===== src/rtl/br_resolve.sv =====
// Branch-resolution stage: registers the branch FU result, checks the fetch prediction,
// reports completion/mispredict to the ROB, trains the predictor and sequences redirect + flush.
// Optional feature macro: BR_MISALIGN_EXC_EN (taken targets with bit 1 set raise cmpl_exception).
module br_resolve #(
    parameter int XLEN         = 32,
    parameter int ROB_IDX_W    = 6,
    parameter int FLUSH_CYCLES = 2
) (
    input  logic                 clock,
    input  logic                 reset_n,
    input  logic                 ex_valid,
    output logic                 ex_ready,
    input  logic                 ex_cond,
    input  logic [XLEN-1:0]      ex_target,
    input  logic [6:0]           ex_opcode,
    input  logic [XLEN-1:0]      ex_pc,
    input  logic                 ex_pred_taken,
    input  logic [XLEN-1:0]      ex_pred_target,
    input  logic [ROB_IDX_W-1:0] ex_rob_idx,
    input  logic                 rob_flush,
    output logic                 cmpl_valid,
    output logic [ROB_IDX_W-1:0] cmpl_rob_idx,
    output logic                 cmpl_mispredict,
`ifdef BR_MISALIGN_EXC_EN
    output logic                 cmpl_exception,
`endif
    output logic                 redirect_valid,
    output logic [XLEN-1:0]      redirect_pc,
    input  logic                 redirect_ready,
    output logic                 flush_frontend,
    output logic                 bp_upd_valid,
    output logic [XLEN-1:0]      bp_upd_pc,
    output logic                 bp_upd_taken,
    output logic [XLEN-1:0]      bp_upd_target
);

    localparam int CNT_W = $clog2(FLUSH_CYCLES + 1);

    localparam logic [6:0] OPC_BRANCH = 7'b1100011;
    localparam logic [6:0] OPC_JAL    = 7'b1101111;
    localparam logic [6:0] OPC_JALR   = 7'b1100111;

    typedef enum logic [1:0] {
        ST_IDLE     = 2'd0,
        ST_REDIRECT = 2'd1,
        ST_FLUSH    = 2'd2
    } state_t;

    state_t               state_r, state_nxt_s;
    logic [CNT_W-1:0]     cnt_r, cnt_nxt_s;
    logic                 ex_ready_r;
    logic                 redirect_valid_r, redirect_valid_nxt_s;
    logic                 flush_frontend_r, flush_frontend_nxt_s;
    logic [XLEN-1:0]      redirect_pc_r;
    logic                 cmpl_valid_r;
    logic [ROB_IDX_W-1:0] cmpl_rob_idx_r;
    logic                 cmpl_mispredict_r;
    logic                 cmpl_exception_r;
    logic                 bp_upd_valid_r;
    logic [XLEN-1:0]      bp_upd_pc_r;
    logic                 bp_upd_taken_r;
    logic [XLEN-1:0]      bp_upd_target_r;

    logic                 is_jal_s, is_jalr_s;
    logic                 actual_taken_s;
    logic [XLEN-1:0]      actual_target_s;
    logic [XLEN-1:0]      next_pc_s;
    logic                 mispredict_raw_s;
    logic                 mispredict_s;
    logic                 exc_s;
    logic                 accept_s;

    // Resolve the actual outcome of the offered result and compare with the prediction.
    always_comb begin
        is_jal_s  = (ex_opcode == OPC_JAL);
        is_jalr_s = (ex_opcode == OPC_JALR);
        if (is_jal_s || is_jalr_s) begin
            actual_taken_s = 1'b1;
        end else begin
            actual_taken_s = ex_cond;
        end
        if (is_jalr_s) begin
            actual_target_s = {ex_target[XLEN-1:1], 1'b0};
        end else begin
            actual_target_s = ex_target;
        end
        if (actual_taken_s) begin
            next_pc_s = actual_target_s;
        end else begin
            next_pc_s = ex_pc + XLEN'(4);
        end
        mispredict_raw_s = (actual_taken_s != ex_pred_taken) ||
                           (actual_taken_s && (actual_target_s != ex_pred_target));
    end

`ifdef BR_MISALIGN_EXC_EN
    assign exc_s = actual_taken_s & actual_target_s[1];
`else
    assign exc_s = 1'b0;
`endif

    // A misaligned-target exception never counts as a mispredict; rob_flush discards the offer.
    assign mispredict_s = mispredict_raw_s & ~exc_s;
    assign accept_s     = ex_valid & ex_ready_r & ~rob_flush;

    // Next-state and next-control-output logic for the redirect/flush sequencer.
    always_comb begin
        state_nxt_s          = state_r;
        cnt_nxt_s            = cnt_r;
        redirect_valid_nxt_s = redirect_valid_r;
        flush_frontend_nxt_s = flush_frontend_r;
        case (state_r)
            ST_IDLE: begin
                redirect_valid_nxt_s = 1'b0;
                flush_frontend_nxt_s = 1'b0;
                if (accept_s && mispredict_s) begin
                    state_nxt_s          = ST_REDIRECT;
                    redirect_valid_nxt_s = 1'b1;
                end else begin
                    state_nxt_s = ST_IDLE;
                end
            end
            ST_REDIRECT: begin
                if (rob_flush) begin
                    state_nxt_s          = ST_IDLE;
                    redirect_valid_nxt_s = 1'b0;
                    flush_frontend_nxt_s = 1'b0;
                end else if (redirect_ready) begin
                    state_nxt_s          = ST_FLUSH;
                    redirect_valid_nxt_s = 1'b0;
                    flush_frontend_nxt_s = 1'b1;
                    cnt_nxt_s            = CNT_W'(FLUSH_CYCLES);
                end else begin
                    state_nxt_s          = ST_REDIRECT;
                    redirect_valid_nxt_s = 1'b1;
                end
            end
            ST_FLUSH: begin
                // The counter value seen here is the number of flush cycles still owed,
                // including the current one.
                if (rob_flush || (cnt_r <= CNT_W'(1))) begin
                    state_nxt_s          = ST_IDLE;
                    flush_frontend_nxt_s = 1'b0;
                    cnt_nxt_s            = {CNT_W{1'b0}};
                end else begin
                    state_nxt_s          = ST_FLUSH;
                    flush_frontend_nxt_s = 1'b1;
                    cnt_nxt_s            = cnt_r - CNT_W'(1);
                end
            end
            default: begin
                state_nxt_s          = ST_IDLE;
                redirect_valid_nxt_s = 1'b0;
                flush_frontend_nxt_s = 1'b0;
                cnt_nxt_s            = {CNT_W{1'b0}};
            end
        endcase
    end

    // Sequencer state and registered control outputs.
    always_ff @(posedge clock) begin
        if (!reset_n) begin
            state_r          <= ST_IDLE;
            cnt_r            <= {CNT_W{1'b0}};
            ex_ready_r       <= 1'b1;
            redirect_valid_r <= 1'b0;
            flush_frontend_r <= 1'b0;
            redirect_pc_r    <= {XLEN{1'b0}};
        end else begin
            state_r          <= state_nxt_s;
            cnt_r            <= cnt_nxt_s;
            ex_ready_r       <= (state_nxt_s == ST_IDLE);
            redirect_valid_r <= redirect_valid_nxt_s;
            flush_frontend_r <= flush_frontend_nxt_s;
            if (accept_s && mispredict_s) begin
                redirect_pc_r <= next_pc_s;
            end
        end
    end

    // Completion and predictor-update pulses, one cycle after acceptance.
    always_ff @(posedge clock) begin
        if (!reset_n) begin
            cmpl_valid_r      <= 1'b0;
            cmpl_rob_idx_r    <= {ROB_IDX_W{1'b0}};
            cmpl_mispredict_r <= 1'b0;
            cmpl_exception_r  <= 1'b0;
            bp_upd_valid_r    <= 1'b0;
            bp_upd_pc_r       <= {XLEN{1'b0}};
            bp_upd_taken_r    <= 1'b0;
            bp_upd_target_r   <= {XLEN{1'b0}};
        end else begin
            cmpl_valid_r      <= accept_s;
            cmpl_mispredict_r <= accept_s & mispredict_s;
            cmpl_exception_r  <= accept_s & exc_s;
            bp_upd_valid_r    <= accept_s & ~exc_s;
            bp_upd_taken_r    <= accept_s & ~exc_s & actual_taken_s;
            if (accept_s) begin
                cmpl_rob_idx_r <= ex_rob_idx;
            end
            if (accept_s && !exc_s) begin
                bp_upd_pc_r     <= ex_pc;
                bp_upd_target_r <= actual_target_s;
            end
        end
    end

    assign ex_ready        = ex_ready_r;
    assign cmpl_valid      = cmpl_valid_r;
    assign cmpl_rob_idx    = cmpl_rob_idx_r;
    assign cmpl_mispredict = cmpl_mispredict_r;
`ifdef BR_MISALIGN_EXC_EN
    assign cmpl_exception  = cmpl_exception_r;
`else
    logic unused_exc_s;
    assign unused_exc_s    = cmpl_exception_r;
`endif
    assign redirect_valid  = redirect_valid_r;
    assign redirect_pc     = redirect_pc_r;
    assign flush_frontend  = flush_frontend_r;
    assign bp_upd_valid    = bp_upd_valid_r;
    assign bp_upd_pc       = bp_upd_pc_r;
    assign bp_upd_taken    = bp_upd_taken_r;
    assign bp_upd_target   = bp_upd_target_r;

endmodule


===== config.mk =====
export PLATFORM = sky130hd
export DESIGN_NAME = br_resolve
export DESIGN_NICKNAME = d
export VERILOG_FILES = /design/src/rtl/br_resolve.sv
export SDC_FILE = /design/constraint.sdc
export NUM_CORES = 1
export LEC_CHECK = 0
export CAP_MARGIN = 20
export CORE_ASPECT_RATIO = 0.6
export CORE_UTILIZATION = 40
export DETAILED_ROUTE_END_ITERATION = 8
export PLACE_DENSITY = 0.72
export SLEW_MARGIN = 30
export SYNTH_ARGS = -nofsm -noshare
export SYNTH_HDL_FRONTEND = slang
export SYNTH_SLANG_ARGS = --single-unit

===== constraint.sdc =====
create_clock -name clock -period 2.1 [get_ports clock]
set_input_delay 0.21 -clock clock [delete_from_list [all_inputs] [get_ports clock]]
set_output_delay 0.21 -clock clock [all_outputs]
set_load 0.005 [all_outputs]

==> images/class_map.png <==
Bar = 50 um. Fill, decap, tap and diode cells in grey.
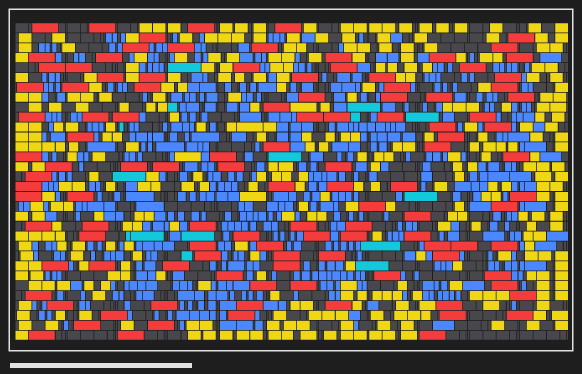
[blue] remaining logic cells | cells: 554 | share of their area: 36%
[yellow] remaining buffers and delay cells | cells: 350 | share of their area: 36%
[red] sequential cells | cells: 112 | share of their area: 25%
[cyan] clock drivers and dummy loads | cells: 15 | share of their area: 3.2%

==> images/m1.png <==
Supply wires on this layer in grey.
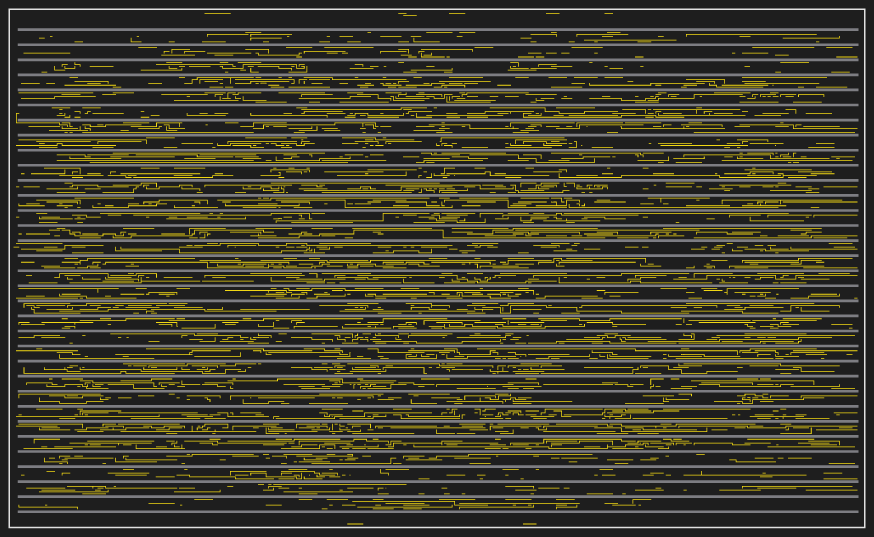
main direction: horizontal
longest straight run: 46.5 um
wire length on this layer: 10000 um
nets with wire on the layer: 1031
routed vias: 6502
met1 demand-to-capacity share in global routing: 42.1%
total wire length: 22300 um

==> images/congestion_map.png <==
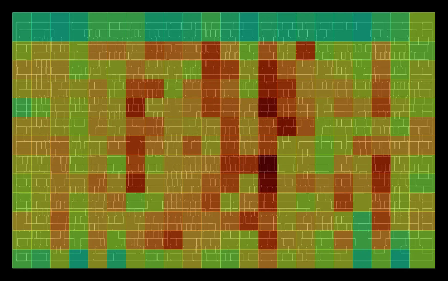
Wirelength per Cell: 18.6 um
GR Layer Usage met2: 46.7%

==> images/m4.png <==
Bar = 50 um. Supply wires on this layer in grey. Cells faint in the background.
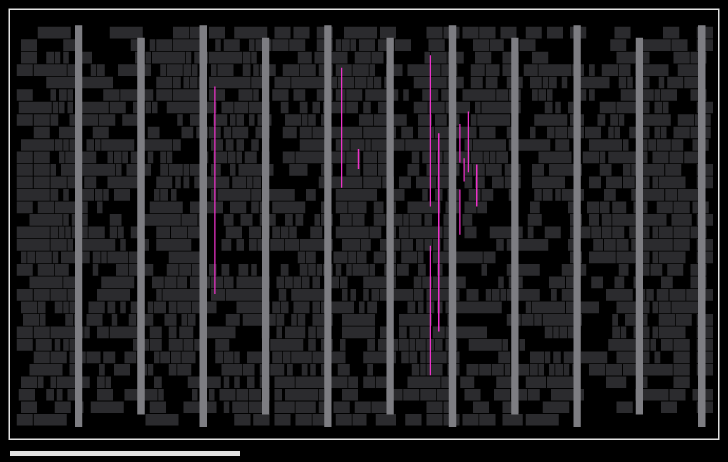
nets with wire on the layer: 9
longest straight run: 44.9 um

==> impl_results.rst <==
Synthesis and place-and-route
=============================

.. list-table::
   :header-rows: 1

   * - Metric
     - Value
   * - Run status
     - completed
   * - Total congestion overflow
     - 0
   * - Total power of the final layout
     - roughly 5.3 mW
   * - Maximum vdd ir drop
     - 0.432 mV
   * - Vias in the first global route
     - 6207
   * - Die Area
     - 14400 um^2
   * - Tap cell count
     - 170
   * - H-Tree Depth
     - 3
   * - Pleak
     - 3.60 nW
   * - RSZ-0062 raised after global routing
     - yes
   * - Top Consumer
     - registers
   * - Yosys warns
     - 0
   * - Power per cell area
     - 569 nW/um^2
   * - Number of antenna violations at the first check in global routing
     - 0
   * - Fraction of synthesized area in multiplexers
     - 2.23%
   * - Core Box Area
     - 13200 um^2
   * - Number of clock buffers inserted by TritonCTS
     - 9
   * - Biggest cell category by area in the final layout
     - buffers
   * - Length of the first detailed-routing pass in iterations
     - 5
   * - I/O pin cnt
     - 225
   * - TritonCTS clock tree
     - built
   * - Top_reg_cell synth
     - sky130_fd_sc_hd__dfxtp_1
   * - Dominant logic cell type in the layout
     - sky130_fd_sc_hd__clkdlybuf4s50_1
   * - Actual slew at the worst max-slew pin
     - 0.609 ns
   * - Count of placed standard cells including taps
     - 1183
   * - Multi-Input Combinational
     - 543
   * - Worst min-delay path startpoint
     - ex_target[11]
   * - Synthesized chip area reported by yosys
     - 5560 um^2
   * - Post-route worst setup slack
     - about 0.0080 ns
   * - Library cells used by synthesis
     - ~51
   * - Worst setup path end
     - redirect_valid
   * - Final period utilization
     - 99.6%
   * - Area of the mapped netlist
     - approximately 5600 um^2
   * - Worst hold path endpoint
     - bp_upd_target[11]
   * - CTS Buffer Depth
     - 2
   * - Top Layout Cells
     - sky130_fd_sc_hd__clkdlybuf4s50_1, sky130_fd_sc_hd__nand2_1, sky130_fd_sc_hd__buf_4
   * - Number of nets at the end of the flow
     - 1149
   * - Worst-path clk slew
     - ~0.08 ns
   * - Register-to-Register Path Depth
     - 7
   * - Sort of element at the end of the critical path
     - flip-flop
   * - Number of routed nets with antenna violations
     - 0
   * - Worst Path Arrival
     - 2.32 ns
   * - Number of enable-type register cells in the synthesized netlist
     - 0
   * - Kind of start point of the critical path
     - primary input
   * - Yosys top cell by area
     - sky130_fd_sc_hd__dfxtp_1
   * - Final sequential cell count
     - ~110
   * - Startpoint of the most critical setup path
     - ex_opcode[4]
   * - Cell at the root of the clock tree
     - sky130_fd_sc_hd__clkbuf_16
   * - Synth Seq Share
     - 40.3%
   * - Cell with the biggest individual delay on the critical path
     - sky130_fd_sc_hd__or3_4
   * - Hold/Removal Path Class
     - in2reg
   * - Fin Clk Skew
     - 0.0151 ns
   * - Register-to-register setup slack
     - between 0.3 and 0.4 ns
   * - Relative contribution of combinational cells to total power
     - 23.8%
   * - Category of the critical setup timing path
     - in2reg
   * - # hold bufs at CTS
     - 0
   * - Fraction of area in registers
     - 24.2%
   * - Yosys adder share
     - 1.35%
   * - Count of antenna diodes in the layout
     - 0
   * - Startpoint of the worst register-to-register path
     - state_r[0]
   * - Cells resized by post-CTS repair
     - 6
   * - Flop+latch power
     - 2.28 mW
   * - Final std cell area, no fill
     - 9260 um^2
layer usage:
metal / up-vias / routed length [um] / track usage (%)
li1: 3089 / - / -
met1: 3064 / 10000 / 42.1
met2: 323 / 9650 / 46.7
met3: 26 / 2460 / 8.76
met4: 0 / 222 / 6.00
met5: - / 0 / 0
critical path, delay by kind of cell:
family / cells / cell delay [ns]
AOI/OAI and AO/OA: 2 / 0.29
muxes: 1 / 0.29
and+or+nand+nor: 3 / 0.90
buffers and inverters: 2 / 0.63
sequential cells by signal, indices dropped and copies added (netlist names):
register	cells
bp_upd_pc	32
bp_upd_target	32
redirect_pc	32
cmpl_rob_idx	6
cnt_r	2
state_r	2
bp_upd_taken	1
bp_upd_valid	1
cmpl_mispredict	1
ex_ready	1
flush_frontend	1
redirect_valid	1
Power is estimated from default activity; no workload was simulated.
